<file path="config.mk">
export PLATFORM = sky130hd
export DESIGN_NAME = truth_table_engine
export DESIGN_NICKNAME = d
export VERILOG_FILES = /design/src/rtl/truth_table_pkg.sv /design/src/rtl/tt_storage.sv /design/src/rtl/truth_table_engine.sv
export SDC_FILE = /design/constraint.sdc
export NUM_CORES = 1
export LEC_CHECK = 0
export CORE_UTILIZATION = 34
export DETAILED_ROUTE_END_ITERATION = 6
export HOLD_SLACK_MARGIN = 0.02
export PLACE_DENSITY = 0.63
export SETUP_SLACK_MARGIN = 0.4
export SLEW_MARGIN = 25
export SYNTH_ARGS = -nofsm -noshare
export SYNTH_HDL_FRONTEND = slang
export SYNTH_HIERARCHICAL = 1
export SYNTH_SLANG_ARGS = --single-unit
</file>
<file path="constraint.sdc">
create_clock -name clk -period 2.7 [get_ports clk]
set_clock_uncertainty 0.2 [all_clocks]
set_input_delay 0.675 -clock clk [delete_from_list [all_inputs] [get_ports clk]]
set_output_delay 0.675 -clock clk [all_outputs]
set_load 0.005 [all_outputs]
</file>
<file path="src/rtl/truth_table_pkg.sv">
// Shared definitions for the loadable truth-table evaluator: FSM states,
// supported input-count range and the table depth derived from it.
package truth_table_pkg;

  localparam int N_IN_MIN = 2;
  localparam int N_IN_MAX = 6;

  typedef enum logic [1:0] {
    EMPTY = 2'd0,
    LOAD  = 2'd1,
    READY = 2'd2,
    SWEEP = 2'd3
  } tt_state_e;

  // Number of minterms of an n-input function.
  function automatic int tt_bits(input int n_in);
    return 32'sd1 <<< n_in;
  endfunction

endpackage

</file>
<file path="src/rtl/tt_storage.sv">
// TT_BITS x 1 truth-table register array: cleared on reset, one write port,
// independent read ports for point evaluation and for the sweep stream.
module tt_storage
  import truth_table_pkg::*;
#(
  parameter int N_IN = 4
) (
  input  logic            clk,
  input  logic            rst_n,
  input  logic            wr_en,
  input  logic [N_IN-1:0] wr_idx,
  input  logic            wr_bit,
  input  logic [N_IN-1:0] eval_idx,
  input  logic [N_IN-1:0] sweep_idx,
  output logic            eval_bit,
  output logic            sweep_bit
);

  localparam int TT_BITS = tt_bits(N_IN);

  logic [TT_BITS-1:0] mem_q;
  logic [TT_BITS-1:0] mem_d;

  // Next table contents: a single minterm bit replaced when written.
  always_comb begin
    mem_d = mem_q;
    if (wr_en) begin
      mem_d[wr_idx] = wr_bit;
    end else begin
      mem_d = mem_q;
    end
  end

  // Table storage, cleared to all zeros by reset.
  always_ff @(posedge clk or negedge rst_n) begin
    if (!rst_n) begin
      mem_q <= {TT_BITS{1'b0}};
    end else begin
      mem_q <= mem_d;
    end
  end

  assign eval_bit  = mem_q[eval_idx];
  assign sweep_bit = mem_q[sweep_idx];

endmodule

</file>
<file path="src/rtl/truth_table_engine.sv">
// Programmable N_IN-input Boolean function: serial table load, registered
// point evaluation, and a full-table sweep that counts the minterms.
module truth_table_engine
  import truth_table_pkg::*;
#(
  parameter int N_IN = 4
) (
  input  logic            clk,
  input  logic            rst_n,
  input  logic            load_valid,
  input  logic            load_bit,
  output logic            load_ready,
  output logic            load_done,
  input  logic            eval_valid,
  input  logic [N_IN-1:0] eval_in,
  output logic            eval_ready,
  output logic            y_valid,
  output logic            y,
  input  logic            sweep_start,
  output logic            sweep_busy,
  output logic            sweep_valid,
  output logic [N_IN-1:0] sweep_idx,
  output logic            sweep_y,
  output logic            sweep_done,
  output logic [N_IN:0]   minterm_count
);

  localparam logic [N_IN-1:0] LAST_IDX = {N_IN{1'b1}};
  localparam logic [N_IN-1:0] IDX_ONE  = {{(N_IN-1){1'b0}}, 1'b1};
  localparam logic [N_IN-1:0] IDX_ZERO = {N_IN{1'b0}};

  tt_state_e       state_q, state_d;
  logic [N_IN-1:0] ptr_q, ptr_d;
  logic [N_IN:0]   run_q, run_d;
  logic [N_IN:0]   mc_q, mc_d;
  logic [N_IN-1:0] sidx_q, sidx_d;
  logic            y_q, y_d, yv_q, yv_d, ld_q, ld_d;
  logic            sv_q, sv_d, sy_q, sy_d, sd_q, sd_d;

  logic            load_acc_s, sweep_acc_s, eval_acc_s;
  logic [N_IN-1:0] sweep_rd_idx_s;
  logic            eval_bit_s, sweep_bit_s;

  // Load beats win over sweep requests, which win over evaluations.
  assign load_acc_s  = load_valid && (state_q != SWEEP);
  assign sweep_acc_s = (state_q == READY) && sweep_start && !load_valid;
  assign eval_acc_s  = (state_q == READY) && eval_valid && !load_valid && !sweep_start;

  // Sweep reads one index ahead so sweep_y is registered alongside sweep_idx.
  assign sweep_rd_idx_s = (state_q == SWEEP) ? (sidx_q + IDX_ONE) : IDX_ZERO;

  tt_storage #(.N_IN(N_IN)) u_storage (
    .clk       (clk),
    .rst_n     (rst_n),
    .wr_en     (load_acc_s),
    .wr_idx    (ptr_q),
    .wr_bit    (load_bit),
    .eval_idx  (eval_in),
    .sweep_idx (sweep_rd_idx_s),
    .eval_bit  (eval_bit_s),
    .sweep_bit (sweep_bit_s)
  );

  // Next-state and next-output computation for load, evaluate and sweep.
  always_comb begin
    state_d = state_q;
    ptr_d   = ptr_q;
    run_d   = run_q;
    mc_d    = mc_q;
    sidx_d  = sidx_q;
    y_d     = y_q;
    yv_d    = 1'b0;
    ld_d    = 1'b0;
    sv_d    = sv_q;
    sy_d    = sy_q;
    sd_d    = 1'b0;
    case (state_q)
      EMPTY, LOAD, READY: begin
        if (load_acc_s) begin
          if (ptr_q == LAST_IDX) begin
            ptr_d   = IDX_ZERO;
            state_d = READY;
            ld_d    = 1'b1;
          end else begin
            ptr_d   = ptr_q + IDX_ONE;
            state_d = LOAD;
          end
        end else if (sweep_acc_s) begin
          state_d = SWEEP;
          sidx_d  = IDX_ZERO;
          sv_d    = 1'b1;
          sy_d    = sweep_bit_s;
          run_d   = {(N_IN+1){1'b0}};
        end else if (eval_acc_s) begin
          y_d  = eval_bit_s;
          yv_d = 1'b1;
        end else begin
          state_d = state_q;
        end
      end
      SWEEP: begin
        if (sidx_q == LAST_IDX) begin
          state_d = READY;
          sv_d    = 1'b0;
          sd_d    = 1'b1;
          mc_d    = run_q + {{N_IN{1'b0}}, sy_q};
        end else begin
          sidx_d = sidx_q + IDX_ONE;
          sy_d   = sweep_bit_s;
          run_d  = run_q + {{N_IN{1'b0}}, sy_q};
        end
      end
      default: begin
        state_d = EMPTY;
      end
    endcase
  end

  // State, pointer, counter and output registers.
  always_ff @(posedge clk or negedge rst_n) begin
    if (!rst_n) begin
      state_q <= EMPTY;
      ptr_q   <= {N_IN{1'b0}};
      run_q   <= {(N_IN+1){1'b0}};
      mc_q    <= {(N_IN+1){1'b0}};
      sidx_q  <= {N_IN{1'b0}};
      y_q     <= 1'b0;
      yv_q    <= 1'b0;
      ld_q    <= 1'b0;
      sv_q    <= 1'b0;
      sy_q    <= 1'b0;
      sd_q    <= 1'b0;
    end else begin
      state_q <= state_d;
      ptr_q   <= ptr_d;
      run_q   <= run_d;
      mc_q    <= mc_d;
      sidx_q  <= sidx_d;
      y_q     <= y_d;
      yv_q    <= yv_d;
      ld_q    <= ld_d;
      sv_q    <= sv_d;
      sy_q    <= sy_d;
      sd_q    <= sd_d;
    end
  end

  assign load_ready    = (state_q != SWEEP);
  assign eval_ready    = (state_q == READY);
  assign sweep_busy    = (state_q == SWEEP);
  assign load_done     = ld_q;
  assign y             = y_q;
  assign y_valid       = yv_q;
  assign sweep_valid   = sv_q;
  assign sweep_idx     = sidx_q;
  assign sweep_y       = sy_q;
  assign sweep_done    = sd_q;
  assign minterm_count = mc_q;

endmodule

</file>
Figure 1. Clock network drawn from the DEF (run 1).
Drawn at 4 px/um.
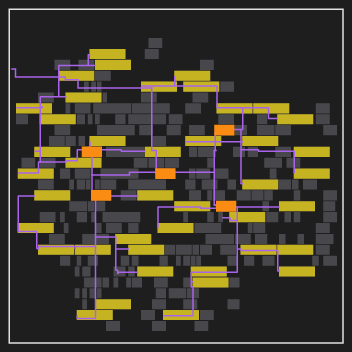
- clock-net drivers: orange (count 5)
- flip-flops: yellow (count 42)
- clock wires: purple (length 529 um)
- routed clock nets: 6

Figure 2. Local utilization (run 1).
Drawn at 4 px/um. The die is cut into 8 by 8 equal tiles; white is low, dark blue is high, 0 to 100% covered.
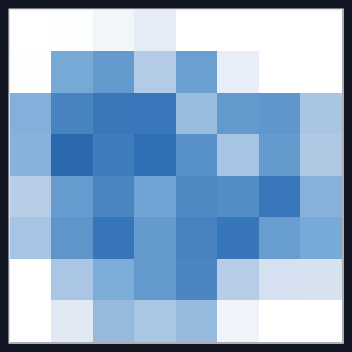
- nearly empty tiles: 20%
- tiles over 75% full: 1.6%
- emptiest ninth of the die: upper right
- densest ninth of the die: centre

Figure 3. The metal 1 layer (run 1).
Drawn at 3 px/um. Supply wires on this layer in grey.
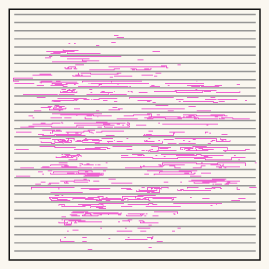
- wire length on this layer: 2,060 um
- main direction: horizontal
- longest straight run: 22.5 um
- share of all routed wire: 47%
WL final: 4.387 mm
via count: 1,519
GR Util met1: 0.1861

==> flow_metrics.tcl, run 1 <==
# implementation run metrics
set metrics [dict create \
    slowest_delay_ns 0.47 \
    pwr-share-seq 0.456 \
    violations "design-rule violations" \
    max_freq_ghz 0.4548 \
    cp_slowest_cell "clkdlybuf4s50_1" \
    ff_type "dfrtp_1" \
    path_max_fanout 6 \
    gp_congestion 0.7581 \
    drtIter0Drc 79 \
    ios 28 \
    largest_reg_flops 16 \
    drc 2 \
    clock.latency.late_pin_ns 0.28 \
    core_um2 6350 \
    synth.most_common_cell "dfrtp_1" \
    dp_hpwl_mm 3.323 \
    r2r_end "sweep_y" \
    finalWorstSetupSlack_ns 0.5010 \
    utilization 0.4300 \
    status "complete, but fails checks" \
    mux_share 0.2413 \
    multi_input_comb_cells 127 \
    yosysTopAreaCellShare 0.4703 \
    ff2ff_path_depth 7 \
]
Figure 4. Clock nets (run 1).
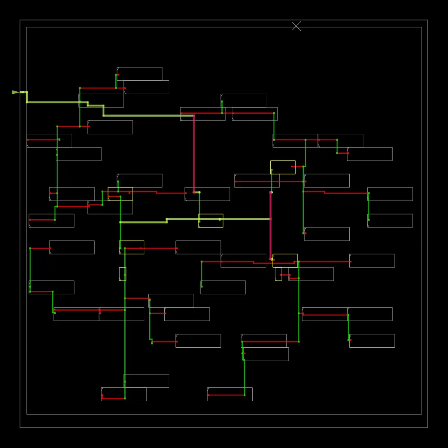

==> inputs of run 2 (changes only) <==
Settings changed: PLACE_DENSITY 0.63 to 0.65.
Clock period 2.7 ns to 2 ns, I/O delays scaled along.
Figure 5. Clock nets (run 2).
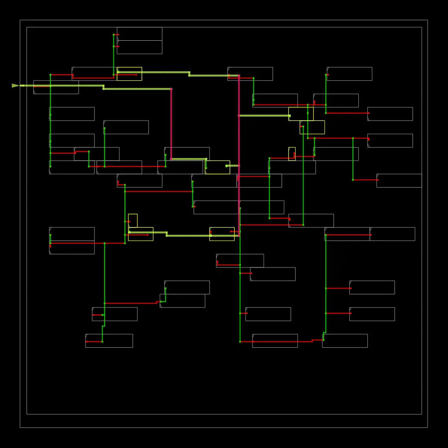
flip-flops: 42
CTS sink count: 42
Clock Power: 0.580 mW
clkbuf count: 7
Clock Latency Late Sink: 0.30 ns

==> run 2 against run 1 <==
Effect of this change:
- the flow finishes with violations (negative setup slack)
- non-clock buffer count grew 46
- register-to-register slack lost 0.66 ns
- power grew 70%
- via count grew 13%
- die size is the same
- sequential cell count is the same
- largest power group is now combinational cells
==> flow_metrics.tcl, run 2 <==
# implementation run metrics
set metrics [dict create \
    met1_length_mm 2.300 \
    irDropWorstVdd_mv 0.7553 \
    hold_end "run_q[0]" \
    utilization 0.5230 \
    path_max_fanout 5 \
    drtIter0Drc 53 \
    dp_hpwl_mm 3.571 \
    mux_share 0.2413 \
    slowest_delay_ns 0.54 \
    ff2ff_path_depth 7 \
    max_freq_ghz 0.4662 \
    core_um2 6350 \
    grt_pass1_wl_mm 8.652 \
    finalWorstSetupSlack_ns -0.1451 \
    setup_violations 22 \
    pwr-share-seq 0.373 \
    seqCellArea_um2 1055 \
    seq-power_mw 1.51 \
    drc 0 \
    r2r_end "sweep_y" \
    ys_sh_simple 0.1557 \
    largest_reg_flops 16 \
    met1_usage 0.2017 \
    synth.most_common_cell "dfrtp_1" \
    vias 1718 \
    drt-total-wl_mm 5.264 \
    status "complete, but fails checks" \
    multi_input_comb_cells 127 \
    gp_congestion 0.7956 \
    violations "negative setup slack" \
    ff_type "dfrtp_1" \
    fin_crit_sh 1.073 \
    layout_top_cells "dfrtp_1, buf_4, mux2_4, buf_6, nand2_1" \
    ios 28 \
    switchingPower_mw 1.421 \
    yosysTopAreaCellShare 0.4703 \
    design_area_um2 3321 \
    leakagePower_nw 1.532 \
]
Figure 6. Clock network drawn from the DEF (run 2).
Drawn at 4 px/um.
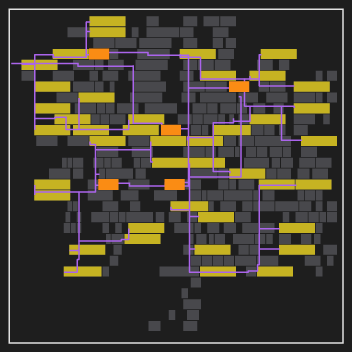
- clock-net drivers: orange (count 5)
- flip-flops: yellow (count 42)
- clock wires: purple (length 580 um)
- routed clock nets: 6
clock share of power: 0.143

Power and IR drop assume default switching activity.
